--- config.mk ---
export PLATFORM = sky130hd
export DESIGN_NAME = tx_frame_arbiter
export DESIGN_NICKNAME = d
export VERILOG_FILES = /design/src/rtl/tx_frame_arbiter.sv
export SDC_FILE = /design/constraint.sdc
export NUM_CORES = 1
export LEC_CHECK = 0
export ABC_AREA = 1
export CAP_MARGIN = 15
export CORE_ASPECT_RATIO = 0.6
export CORE_MARGIN = 3
export CORE_UTILIZATION = 60
export DETAILED_ROUTE_END_ITERATION = 16
export GPL_ROUTABILITY_DRIVEN = 0
export PLACE_DENSITY = 0.85
export SETUP_SLACK_MARGIN = 0.4
export SYNTH_ARGS = -nofsm -noshare
export SYNTH_HDL_FRONTEND = slang
export SYNTH_SLANG_ARGS = --single-unit
export TNS_END_PERCENT = 50
--- constraint.sdc ---
create_clock -name clk -period 4.05 [get_ports clk]
set_clock_uncertainty 0.05 [all_clocks]
set_input_delay 0.81 -clock clk [delete_from_list [all_inputs] [get_ports clk]]
set_output_delay 0.81 -clock clk [all_outputs]
set_load 0.02 [all_outputs]
--- src/rtl/tx_frame_arbiter.sv ---
// rtl/tx_frame_arbiter.sv - two-port round-robin frame arbiter onto a shared byte stream
//
// Purpose: grants one of two requesters at a time and forwards its frame
// bytes to the shared output with one cycle of latency. A grant ends after
// one of these events, and each is followed by an inter-frame gap:
//   - the granted port's rx_dv falls (end of frame),
//   - the granted port withdraws its request before starting,
//   - the start timeout expires,
//   - a frame overruns MAX_LEN, after which the rest of it is drained.
//
// Ports:
//   clk, rst_n            clock, asynchronous active-low reset
//   req0/req1             per-port send request
//   rxd0/rxd1, rx_dv0/1   per-port byte data and byte valid
//   gnt0/gnt1             registered one-hot grant
//   txd, tx_en            shared output byte and valid (txd is 0 when tx_en is low)
//   busy                  high whenever the FSM is not in IDLE
//   timeout_err, len_err  one-cycle error pulses
module tx_frame_arbiter #(
    parameter int IFG_CYCLES    = 4,
    parameter int START_TIMEOUT = 16,
    parameter int MAX_LEN       = 1518
) (
    input  logic       clk,
    input  logic       rst_n,
    input  logic       req0,
    input  logic       req1,
    input  logic [7:0] rxd0,
    input  logic [7:0] rxd1,
    input  logic       rx_dv0,
    input  logic       rx_dv1,
    output logic       gnt0,
    output logic       gnt1,
    output logic [7:0] txd,
    output logic       tx_en,
    output logic       busy,
    output logic       timeout_err,
    output logic       len_err
);

    typedef enum logic [2:0] {
        S_IDLE,
        S_GRANT,
        S_XFER,
        S_DRAIN,
        S_IFG
    } state_e;

    localparam logic [7:0]  WAIT_LAST = 8'(START_TIMEOUT - 1);
    localparam logic [7:0]  IFG_LAST  = 8'(IFG_CYCLES - 1);
    localparam logic [15:0] LEN_MAX   = 16'(MAX_LEN);

    state_e      state_q;
    logic        sel_q;      // port currently holding the grant
    logic        last_q;     // port most recently granted
    logic [7:0]  wait_q;
    logic [7:0]  ifg_q;
    logic [15:0] len_q;
    logic [1:0]  gnt_q;
    logic [7:0]  txd_q;
    logic        tx_en_q;
    logic        busy_q;
    logic        tout_q;
    logic        lerr_q;

    logic        cur_req;
    logic        cur_dv;
    logic [7:0]  cur_rxd;
    logic        win_d;

    // Only the granted port's signals are ever looked at, so the other port
    // cannot disturb the output or the state machine.
    always_comb begin
        cur_req = sel_q ? req1   : req0;
        cur_dv  = sel_q ? rx_dv1 : rx_dv0;
        cur_rxd = sel_q ? rxd1   : rxd0;
        // On a tie the port that was not served last wins.
        win_d   = (req0 && req1) ? ~last_q : req1;
    end

    always_ff @(posedge clk or negedge rst_n) begin
        if (!rst_n) begin
            state_q <= S_IDLE;
            sel_q   <= 1'b0;
            last_q  <= 1'b1;
            wait_q  <= '0;
            ifg_q   <= '0;
            len_q   <= '0;
            gnt_q   <= '0;
            txd_q   <= '0;
            tx_en_q <= 1'b0;
            busy_q  <= 1'b0;
            tout_q  <= 1'b0;
            lerr_q  <= 1'b0;
        end else begin
            // Data valid and error flags are single-cycle unless re-asserted below.
            txd_q   <= '0;
            tx_en_q <= 1'b0;
            tout_q  <= 1'b0;
            lerr_q  <= 1'b0;
            case (state_q)
                S_IDLE: begin
                    if (req0 || req1) begin
                        state_q <= S_GRANT;
                        sel_q   <= win_d;
                        last_q  <= win_d;
                        gnt_q   <= {win_d, ~win_d};
                        wait_q  <= '0;
                        busy_q  <= 1'b1;
                    end
                end
                S_GRANT: begin
                    if (cur_dv) begin
                        state_q <= S_XFER;
                        txd_q   <= cur_rxd;
                        tx_en_q <= 1'b1;
                        len_q   <= 16'd1;
                    end else if (!cur_req) begin
                        state_q <= S_IFG;
                        gnt_q   <= '0;
                        ifg_q   <= '0;
                    end else if (wait_q == WAIT_LAST) begin
                        state_q <= S_IFG;
                        gnt_q   <= '0;
                        ifg_q   <= '0;
                        tout_q  <= 1'b1;
                    end else begin
                        wait_q  <= wait_q + 8'd1;
                    end
                end
                S_XFER: begin
                    if (!cur_dv) begin
                        state_q <= S_IFG;
                        gnt_q   <= '0;
                        ifg_q   <= '0;
                    end else if (len_q == LEN_MAX) begin
                        // Byte MAX_LEN+1 is dropped; the remainder is swallowed in DRAIN.
                        state_q <= S_DRAIN;
                        lerr_q  <= 1'b1;
                    end else begin
                        txd_q   <= cur_rxd;
                        tx_en_q <= 1'b1;
                        len_q   <= len_q + 16'd1;
                    end
                end
                S_DRAIN: begin
                    if (!cur_dv) begin
                        state_q <= S_IFG;
                        gnt_q   <= '0;
                        ifg_q   <= '0;
                    end
                end
                S_IFG: begin
                    if (ifg_q == IFG_LAST) begin
                        state_q <= S_IDLE;
                        busy_q  <= 1'b0;
                    end else begin
                        ifg_q   <= ifg_q + 8'd1;
                    end
                end
                default: begin
                    state_q <= S_IDLE;
                    gnt_q   <= '0;
                    busy_q  <= 1'b0;
                end
            endcase
        end
    end

    assign gnt0        = gnt_q[0];
    assign gnt1        = gnt_q[1];
    assign txd         = txd_q;
    assign tx_en       = tx_en_q;
    assign busy        = busy_q;
    assign timeout_err = tout_q;
    assign len_err     = lerr_q;

endmodule

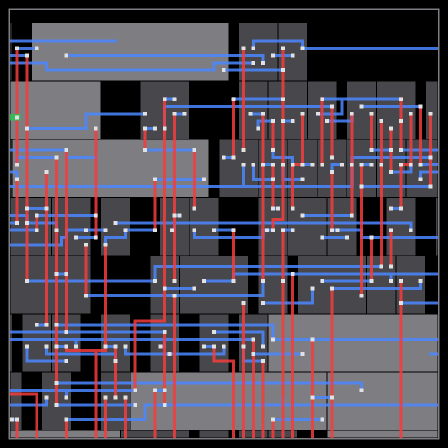
closeup.png
Window x 62 to 82, y 35 to 55 µm. Cells in grey, sequential cells in the stronger grey; small squares are vias.
colour	layer
blue	M1
red	M2
green	M3
most frequent	nand2_1 (14), nor2_1 (7), inv_1 (6)
sequential cells in the window	5
netlist names of flops here include	wait_q (3)
cells with their middle in the window	43

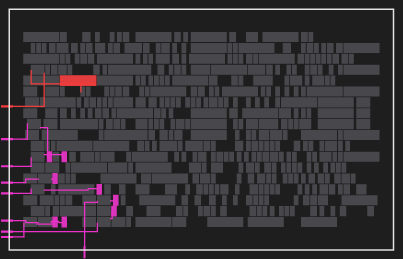
port_trees.png
Drawn at 4 px/µm.
colour	port	bits	direction	edge	end cells	buffers	wire
magenta	rxd0	8	input	7 left, 1 bottom	8	8	121 µm
red	gnt0	1	output	left	1	1	37.9 µm

==> qor.csv <==
metric,value,unit
status,finished clean,
crit_path_max_fanout,20,
crit_path_start,rx_dv0,
rr_startpoint,len_q[0],
seq_share,37.3,%
num-nonclk-inverters,41,
chipArea,0.00572,mm²
vias,2707,
n_antenna_cell,0,
top_cell,nand2_1,
antenna_left,0,
max-clock-path-buffers,2,
edf_count,0,
dominant-cell-class,logic gates,
worstSetupPathType,in2reg,
pg_seq,0.000686,W
cts_tree,yes,
use_met1,38.0,%
clk-power,0.000419,W
nClkBuffers,5,
grt-ovfl-total,0,
fa_ha_area_share,1.73,%
ys_sh_xor,3.93,%
grt_setup_unrepaired,false,
fin_setup_tns,0,ns
power_frac_seq,38.6,%
largestPowerGroup,registers,
top_area_cell,dfrtp_1,
clock_area_share,3.98,%
final_cells,502,
ys_area,0.00290,mm²
ys_seq_share,44.1,%
grt_pass1_vias,2534,
cp_slowest_cell,a21oi_2,
routed_wl,6620,µm
syn2layout_area_growth,18.2,%
fp_nets,429,
max_stage_delay,0.63,ns
period_needed,2.51,ns
setup_viol,0,
ys.flop_type,dfrtp_1,
regMostFlops,len_q,
synthArstFlopShare,100,%
grt_start_max_net_pins,34,
place_ws,1.21,ns
clkPwrFrac,23.6,%
cts.repair.resized,0,
postCtsHoldBufs,0,
portBuffers,35,
crit_chain,"clkdlybuf4s50_1, o21ai_2, nor2_2, a21oi_2, buf_4, a21oi_1",
numSynthFlops,51,
initCoreUtil,66.3,%
grt_pass1_wl,11600,µm
wl_met1,3170,µm
path_clk_slew,0.10,ns
numCtsBuffers,5,
largest_reg_flops,16,
slew_viol_final,0,
slew-limit-headroom,20.9,%
cts-root-buf,clkbuf_8,
power_density,519,mW/mm²
layout.nets,467,
p_int,0.00108,W
synth.distinct_cells,31,
seq_area,0.00128,mm²
comb_share,41.5,%
layout_top_cells,"nand2_1 (141), dfrtp_1 (50), nor2_1 (45)",
warnings,27,
hold_ws,0.371,ns
crit_end,len_q[0],
synth_warnings,0,
hold_class,in2async,
use_met2,39.4,%
nNonClkBuffers,37,
synth.top_cells.by_area,"dfrtp_1 (43%), nand2_1 (18%), nand3_1 (6.7%)",
tightest_slew,1.17,ns
vdd_ir_drop_max,360,µV
cts.sinks,51,
ys_sh_mux,0,%
simple_gate_area_share,36.3,%
viasPerCell,5.39,
fin_area,0.00342,mm²
fmaxAchievable,398,MHz
power.leakage,1.68,nW
num-multi-input-gates,305,
r2r_setup_slack,1.71,ns
htreeDepth,2,
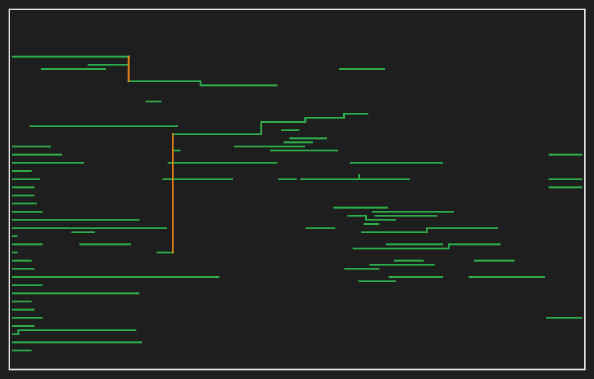
layers.png
Drawn at 6 px/µm. Two of the layers only.
colour	layer	wire length
green	M3	658 µm
orange	M4	23.8 µm
Wirelength per Cell: 13.2 µm
gr usage total: 26.2%

No activity file was given, so power comes from the tool's default toggle rates.
